===== config.mk =====
export PLATFORM = sky130hd
export DESIGN_NAME = spi_slave_tx_scheduler
export DESIGN_NICKNAME = d
export VERILOG_FILES = /design/src/rtl/spi_slave_tx_scheduler.sv
export SDC_FILE = /design/constraint.sdc
export NUM_CORES = 1
export LEC_CHECK = 0
export CAP_MARGIN = 20
export CORE_MARGIN = 2
export CORE_UTILIZATION = 25
export CTS_CLUSTER_SIZE = 8
export DETAILED_ROUTE_END_ITERATION = 6
export SLEW_MARGIN = 5
export SYNTH_ARGS = -nofsm -noshare
export SYNTH_HDL_FRONTEND = slang
export SYNTH_SLANG_ARGS = --single-unit

===== constraint.sdc =====
create_clock -name pclk -period 2.1 [get_ports pclk]
set_input_delay 0.42 -clock pclk [delete_from_list [all_inputs] [get_ports pclk]]
set_output_delay 0.42 -clock pclk [all_outputs]
set_load 0.005 [all_outputs]

===== src/rtl/spi_slave_tx_scheduler.sv =====
`default_nettype none
// ============================================================================
// Module   : spi_slave_tx_scheduler
// Brief    : SPI slave transmit scheduler. Shares one MISO lane between
//            NUM_REQ word requesters with a round-robin grant per SPI word
//            and serialises the granted word per CPOL/CPHA and bit order.
// Options  : SPI_TX_UNDERRUN_CNT_EN adds underrun_clr / underrun_cnt[15:0].
// Revision : 1.0 - initial release
// ============================================================================
module spi_slave_tx_scheduler #(
    parameter int                    DATA_WIDTH   = 8,
    parameter int                    NUM_REQ      = 4,
    parameter logic [DATA_WIDTH-1:0] FILL_PATTERN = 8'hFF
) (
    input  logic                          pclk,
    input  logic                          areset,
    input  logic                          cpol,
    input  logic                          cpha,
    input  logic                          msb_first,
    input  logic                          sclk,
    input  logic                          cs,
    input  logic [NUM_REQ-1:0]            req_valid,
    input  logic [NUM_REQ*DATA_WIDTH-1:0] req_data,
    output logic [NUM_REQ-1:0]            req_ready,
    output logic [$clog2(NUM_REQ)-1:0]    grant_id,
    output logic                          miso0,
    output logic                          miso_oe,
    output logic                          frame_done,
    output logic                          frame_abort,
    output logic                          underrun
`ifdef SPI_TX_UNDERRUN_CNT_EN
    ,
    input  logic                          underrun_clr,
    output logic [15:0]                   underrun_cnt
`endif
);

    localparam int GW = $clog2(NUM_REQ);
    localparam int CW = $clog2(DATA_WIDTH) + 1;

    typedef enum logic [1:0] {
        ST_IDLE  = 2'd0,
        ST_LOAD  = 2'd1,
        ST_SHIFT = 2'd2,
        ST_DONE  = 2'd3
    } state_t;

    // Synchroniser / history chains for the asynchronous SPI pins
    logic sclk_meta_q, sclk_meta_d, sclk_sync_q, sclk_sync_d, sclk_hist_q, sclk_hist_d;
    logic cs_meta_q,   cs_meta_d,   cs_sync_q,   cs_sync_d,   cs_hist_q,   cs_hist_d;

    state_t                  state_q, state_d;
    logic [GW-1:0]           grant_id_q, grant_id_d;
    logic [CW-1:0]           bit_cnt_q, bit_cnt_d;
    logic [DATA_WIDTH-1:0]   shift_q, shift_d;
    logic                    miso_q, miso_d;
    logic                    oe_q, oe_d;

    logic                    sclk_lead, sclk_trail, cs_fall, cs_rise;
    logic                    drive_edge, count_edge, word_end;
    logic [CW-1:0]           bit_cnt_inc;

    logic                    rr_found;
    logic [GW-1:0]           rr_win, rr_idx;
    logic [DATA_WIDTH-1:0]   rr_word, load_word;

    logic [NUM_REQ-1:0]      ready_w;
    logic                    done_w, abort_w, underrun_w;

    function automatic logic first_bit(input logic [DATA_WIDTH-1:0] w, input logic msb);
        return msb ? w[DATA_WIDTH-1] : w[0];
    endfunction

    function automatic logic [DATA_WIDTH-1:0] advance(input logic [DATA_WIDTH-1:0] w,
                                                      input logic msb);
        return msb ? {w[DATA_WIDTH-2:0], 1'b0} : {1'b0, w[DATA_WIDTH-1:1]};
    endfunction

    // Next values of the synchroniser chains: two stages plus one history stage
    always_comb begin
        sclk_meta_d = sclk;
        sclk_sync_d = sclk_meta_q;
        sclk_hist_d = sclk_sync_q;
        cs_meta_d   = cs;
        cs_sync_d   = cs_meta_q;
        cs_hist_d   = cs_sync_q;
    end

    // Edge classification relative to the idle level; in cpha=0 a trailing edge
    // seen before any leading edge of the word is the previous word's tail
    always_comb begin
        sclk_lead   = (sclk_hist_q == cpol) && (sclk_sync_q != cpol);
        sclk_trail  = (sclk_hist_q != cpol) && (sclk_sync_q == cpol);
        cs_fall     = cs_hist_q && !cs_sync_q;
        cs_rise     = !cs_hist_q && cs_sync_q;
        drive_edge  = cpha ? sclk_lead : (sclk_trail && (bit_cnt_q != '0));
        count_edge  = cpha ? sclk_trail : sclk_lead;
        bit_cnt_inc = bit_cnt_q + 1'b1;
        word_end    = count_edge && (bit_cnt_inc == CW'(DATA_WIDTH));
    end

    // Round-robin search starting one past the last granted requester
    always_comb begin
        rr_found = 1'b0;
        rr_win   = grant_id_q;
        rr_idx   = '0;
        rr_word  = FILL_PATTERN;
        for (int k = 1; k <= NUM_REQ; k++) begin
            rr_idx = GW'((32'(grant_id_q) + 32'(k)) % 32'(NUM_REQ));
            if (!rr_found && req_valid[rr_idx]) begin
                rr_found = 1'b1;
                rr_win   = rr_idx;
            end
        end
        for (int i = 0; i < NUM_REQ; i++) begin
            if (rr_win == GW'(i)) begin
                rr_word = req_data[i*DATA_WIDTH +: DATA_WIDTH];
            end
        end
    end

    // Transfer FSM: next state, datapath updates and pulse outputs
    always_comb begin
        state_d    = state_q;
        grant_id_d = grant_id_q;
        bit_cnt_d  = bit_cnt_q;
        shift_d    = shift_q;
        miso_d     = miso_q;
        oe_d       = oe_q;
        load_word  = FILL_PATTERN;
        ready_w    = '0;
        done_w     = 1'b0;
        abort_w    = 1'b0;
        underrun_w = 1'b0;

        case (state_q)
            ST_IDLE: begin
                oe_d = 1'b0;
                if (cs_fall) begin
                    state_d = ST_LOAD;
                end
            end

            ST_LOAD: begin
                bit_cnt_d = '0;
                oe_d      = 1'b1;
                if (rr_found) begin
                    ready_w    = {{(NUM_REQ-1){1'b0}}, 1'b1} << rr_win;
                    grant_id_d = rr_win;
                    load_word  = rr_word;
                end else begin
                    underrun_w = 1'b1;
                end
                // cpha=0 presents the first bit before the first sampling edge
                if (!cpha) begin
                    miso_d  = first_bit(load_word, msb_first);
                    shift_d = advance(load_word, msb_first);
                end else begin
                    shift_d = load_word;
                end
                if (cs_rise) begin
                    state_d = ST_IDLE;
                    abort_w = 1'b1;
                    oe_d    = 1'b0;
                end else begin
                    state_d = ST_SHIFT;
                end
            end

            ST_SHIFT: begin
                if (drive_edge) begin
                    miso_d  = first_bit(shift_q, msb_first);
                    shift_d = advance(shift_q, msb_first);
                end
                if (count_edge) begin
                    bit_cnt_d = bit_cnt_inc;
                end
                // Completing the word wins over a simultaneous cs release
                if (word_end) begin
                    state_d = ST_DONE;
                end else if (cs_rise) begin
                    state_d = ST_IDLE;
                    abort_w = 1'b1;
                    oe_d    = 1'b0;
                end
            end

            ST_DONE: begin
                done_w = 1'b1;
                if (cs_sync_q) begin
                    state_d = ST_IDLE;
                    oe_d    = 1'b0;
                end else begin
                    state_d = ST_LOAD;
                end
            end

            default: begin
                state_d = ST_IDLE;
            end
        endcase
    end

    // State and datapath registers with synchronous active-low reset
    always_ff @(posedge pclk) begin
        if (!areset) begin
            sclk_meta_q <= 1'b0;
            sclk_sync_q <= 1'b0;
            sclk_hist_q <= 1'b0;
            cs_meta_q   <= 1'b1;
            cs_sync_q   <= 1'b1;
            cs_hist_q   <= 1'b1;
            state_q     <= ST_IDLE;
            grant_id_q  <= '0;
            bit_cnt_q   <= '0;
            shift_q     <= '0;
            miso_q      <= 1'b0;
            oe_q        <= 1'b0;
        end else begin
            sclk_meta_q <= sclk_meta_d;
            sclk_sync_q <= sclk_sync_d;
            sclk_hist_q <= sclk_hist_d;
            cs_meta_q   <= cs_meta_d;
            cs_sync_q   <= cs_sync_d;
            cs_hist_q   <= cs_hist_d;
            state_q     <= state_d;
            grant_id_q  <= grant_id_d;
            bit_cnt_q   <= bit_cnt_d;
            shift_q     <= shift_d;
            miso_q      <= miso_d;
            oe_q        <= oe_d;
        end
    end

`ifdef SPI_TX_UNDERRUN_CNT_EN
    logic [15:0] underrun_cnt_q, underrun_cnt_d;

    // Saturating underrun event counter; clear has priority
    always_comb begin
        underrun_cnt_d = underrun_cnt_q;
        if (underrun_clr) begin
            underrun_cnt_d = '0;
        end else if (underrun_w && (underrun_cnt_q != 16'hFFFF)) begin
            underrun_cnt_d = underrun_cnt_q + 16'd1;
        end
    end

    // Underrun counter register
    always_ff @(posedge pclk) begin
        if (!areset) begin
            underrun_cnt_q <= '0;
        end else begin
            underrun_cnt_q <= underrun_cnt_d;
        end
    end

    assign underrun_cnt = underrun_cnt_q;
`endif

    assign req_ready   = ready_w;
    assign grant_id    = grant_id_q;
    assign miso0       = miso_q;
    assign miso_oe     = oe_q;
    assign frame_done  = done_w;
    assign frame_abort = abort_w;
    assign underrun    = underrun_w;

endmodule
`default_nettype wire


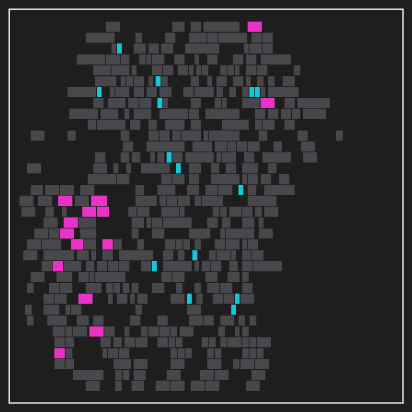
gates.png
Scale: 4 px per um.
family	color	cells	most used
non-inverting ao/oa cells	magenta	14	a221o_1
inv cells	cyan	14	inv_1
fin cells: 507
most used logic cell in the final layout: buf_4

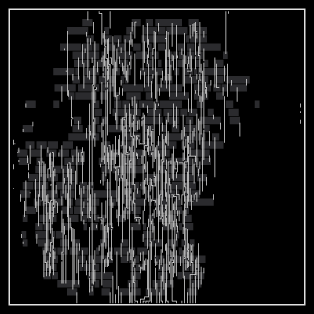
m2.png
Scale: 3 px per um.
nets with wire on the layer	383
main direction	vertical
longest straight run	37.9 um
share of all routed wire	49%
routed wire length: 7.39 mm
vias: 2698
met2 Usage GRT: 25.3%

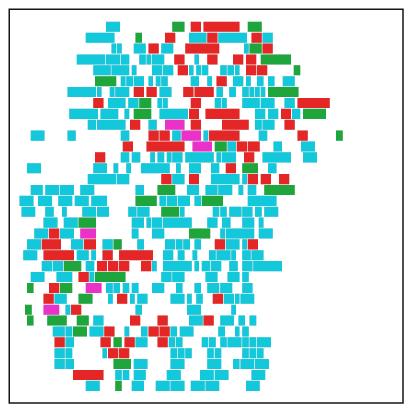
sizing.png
Scale: 4 px per um.
size	color	cells	share
x3 and x4	red	77	19%
x6 and larger	magenta	6	1.5%
x1 and smaller	cyan	281	70%
x2	green	35	8.8%
nonclk buf count: 119
final worst slack: 0.0180 ns

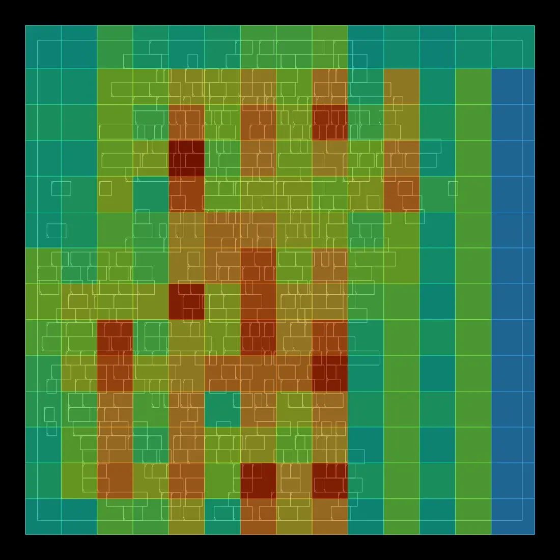
congestion_map.png
layer with the highest usage: met2
grt met1 use: 20.2%

==> results.toml <==
# generated from flow reports
[pwr]
total_power_uw = 2260
intPower_uw = 1330
seqPwrFrac_pct = 27.6
p_switching_uw = 932
p_comb_uw = 1350
powerSeq_uw = 624
power_leader = "combinational cells"
p_per_area_nw_per_um2 = 646
ir_drop_uv = 336
p_leak_uw = 0.00137

[worst_setup_path]
cp_max_fo = 4
critPathLaunchType = "flip-flop"
reg2regPathDepth = 6
path_cells = "or3b_1, a221o_1, and2_4, a311oi_4, o2111ai_1, nand4_1"
crit_required_ns = 2.30
critPathSlowestCell = "a221o_1"

[placed_design]
place_congestion = 0.840
io_buffers = 53
dpl-instance-area_um2 = 3270

[final_timing]
tightest_slew_ns = 0.418
setup_viol = 0
finalCritPeriodShare_pct = 99.1
finalClockSkew_ns = 0.0128
hold_viol = 0
period_needed_ns = 2.08

[floorplan]
die_x_um = 98.0
die_area_um2 = 9610
dieHeight_um = 98.0
row_count = 34

[clock_tree]
cts_hold_buf = 0
cts_sinks = 24
cts-buffers-inserted = 3
tritoncts = "yes"
cts_max_path_buffers = 2
path_clk_slew_ns = 0.10

[layout]
num_antenna_cells = 0
largest_reg_flops = 8
drive_above_1_share_pct = 29.6
largestRegisters = "shift_q: 8 flops, bit_cnt_q: 4 flops"
syn_to_final_growth_pct = 58.4
largest_register = "shift_q"
layout_top_cells = "buf_4 (63), clkdlybuf4s50_1 (41), nand2_1 (20)"

[status]
outcome = "finished clean"

[job]
log.warning_count = 34
max_cap_violations = 0

[logic_synthesis]
topCellsByArea = "dfxtp_1 (22%), a21oi_1 (5.0%), ha_1 (4.5%)"
syn-cell-area_um2 = 2210
yosys_area_um2 = 2210
top_area_cell = "dfxtp_1"
async_flop_share_pct = 0
synth-edff-count = 0
yosysWarnings = 0
synth_top_area_share_pct = 21.7
yosys_cells = 297

[grt]
grt_max_degree = 18
antenna_found_initial = 0
track_usage_pct = 14.9
met3_usage_pct = 2.08
grt_pass1_vias = 2664

[route]
vias_per_cell = 5.32
drt-met1-wl_mm = 3.33
wl_met3_um = 330
routedWlPerCell_um = 14.6
wl_met2_mm = 3.64
highest_layer = "met4"

[hold_path]
whs_path_depth = 1
layout make-up:
class,count,area (um^2),share of cell area [%]
inverter,14,52.6,1.50
sequential,24,497,14.2
timing repair buffer,119,997,28.5
multi-input combinational,239,1780,50.8
tap,108,135,3.86
clock buffer,3,41.3,1.18
Yosys cell counts, types with 9 or more instances:
cell       number
a21oi_1        22
clkbuf_1       13
dfxtp_1        24
inv_1          14
nand2_1        21
nand2b_1        9
nand3_1        13
nor2_1         20
nor3_1         10
o2111ai_1      11
o211ai_1       12
o21ai_0        19
path summary, 6_finish.rpt:
kind | startpoint | slack, ns | end
max | sclk_hist_d | 0.02 | shift_q[6]
min | cs_meta_q | 0.42 | cs_hist_d
max reg2reg | sclk_hist_d | 0.02 | shift_q[6]
min reg2reg | cs_meta_q | 0.42 | cs_hist_d
kinds of logic (layout without fill, tap and decap cells):
logic type / count (synthesis) / after routing / synth area share (%)
fa+ha+maj: 8 / 8 / 4.53
buf+inv: 34 / 136 / 6.06
mux: 9 / 9 / 4.13
xor+xnor: 1 / 1 / 0.396
compound gates: 110 / 110 / 36.3
flops: 24 / 24 / 21.7
simple gates: 111 / 111 / 26.8
through the flow:
stage	utilization [%]	TNS [ns]	setup slack, ns	hold WS, ns
6_report	40.6	0	0.0180	0.416
5_1_grt	40.6	-0.108	-0.0445	0.453
4_1_cts	39.3	-0.113	-0.113	0.421
3_5_place_dp	37.8	-8.04	-0.579	0.398
3_3_place_gp	37.8	-7.48	-0.541	0.390
2_1_floorplan	-	0	0.0456	0.386
critical path: cells and delay by family (launching register included):
kind | cells | cell delay [ns]
flops | 1 | 0.34
compound gates | 3 | 0.93
simple gates | 3 | 0.73
timing repair:
item	CTS	global route
gates resized	38	45
setup endpoints to repair	15	13
pin swaps	8	23
buffers inserted	1	3
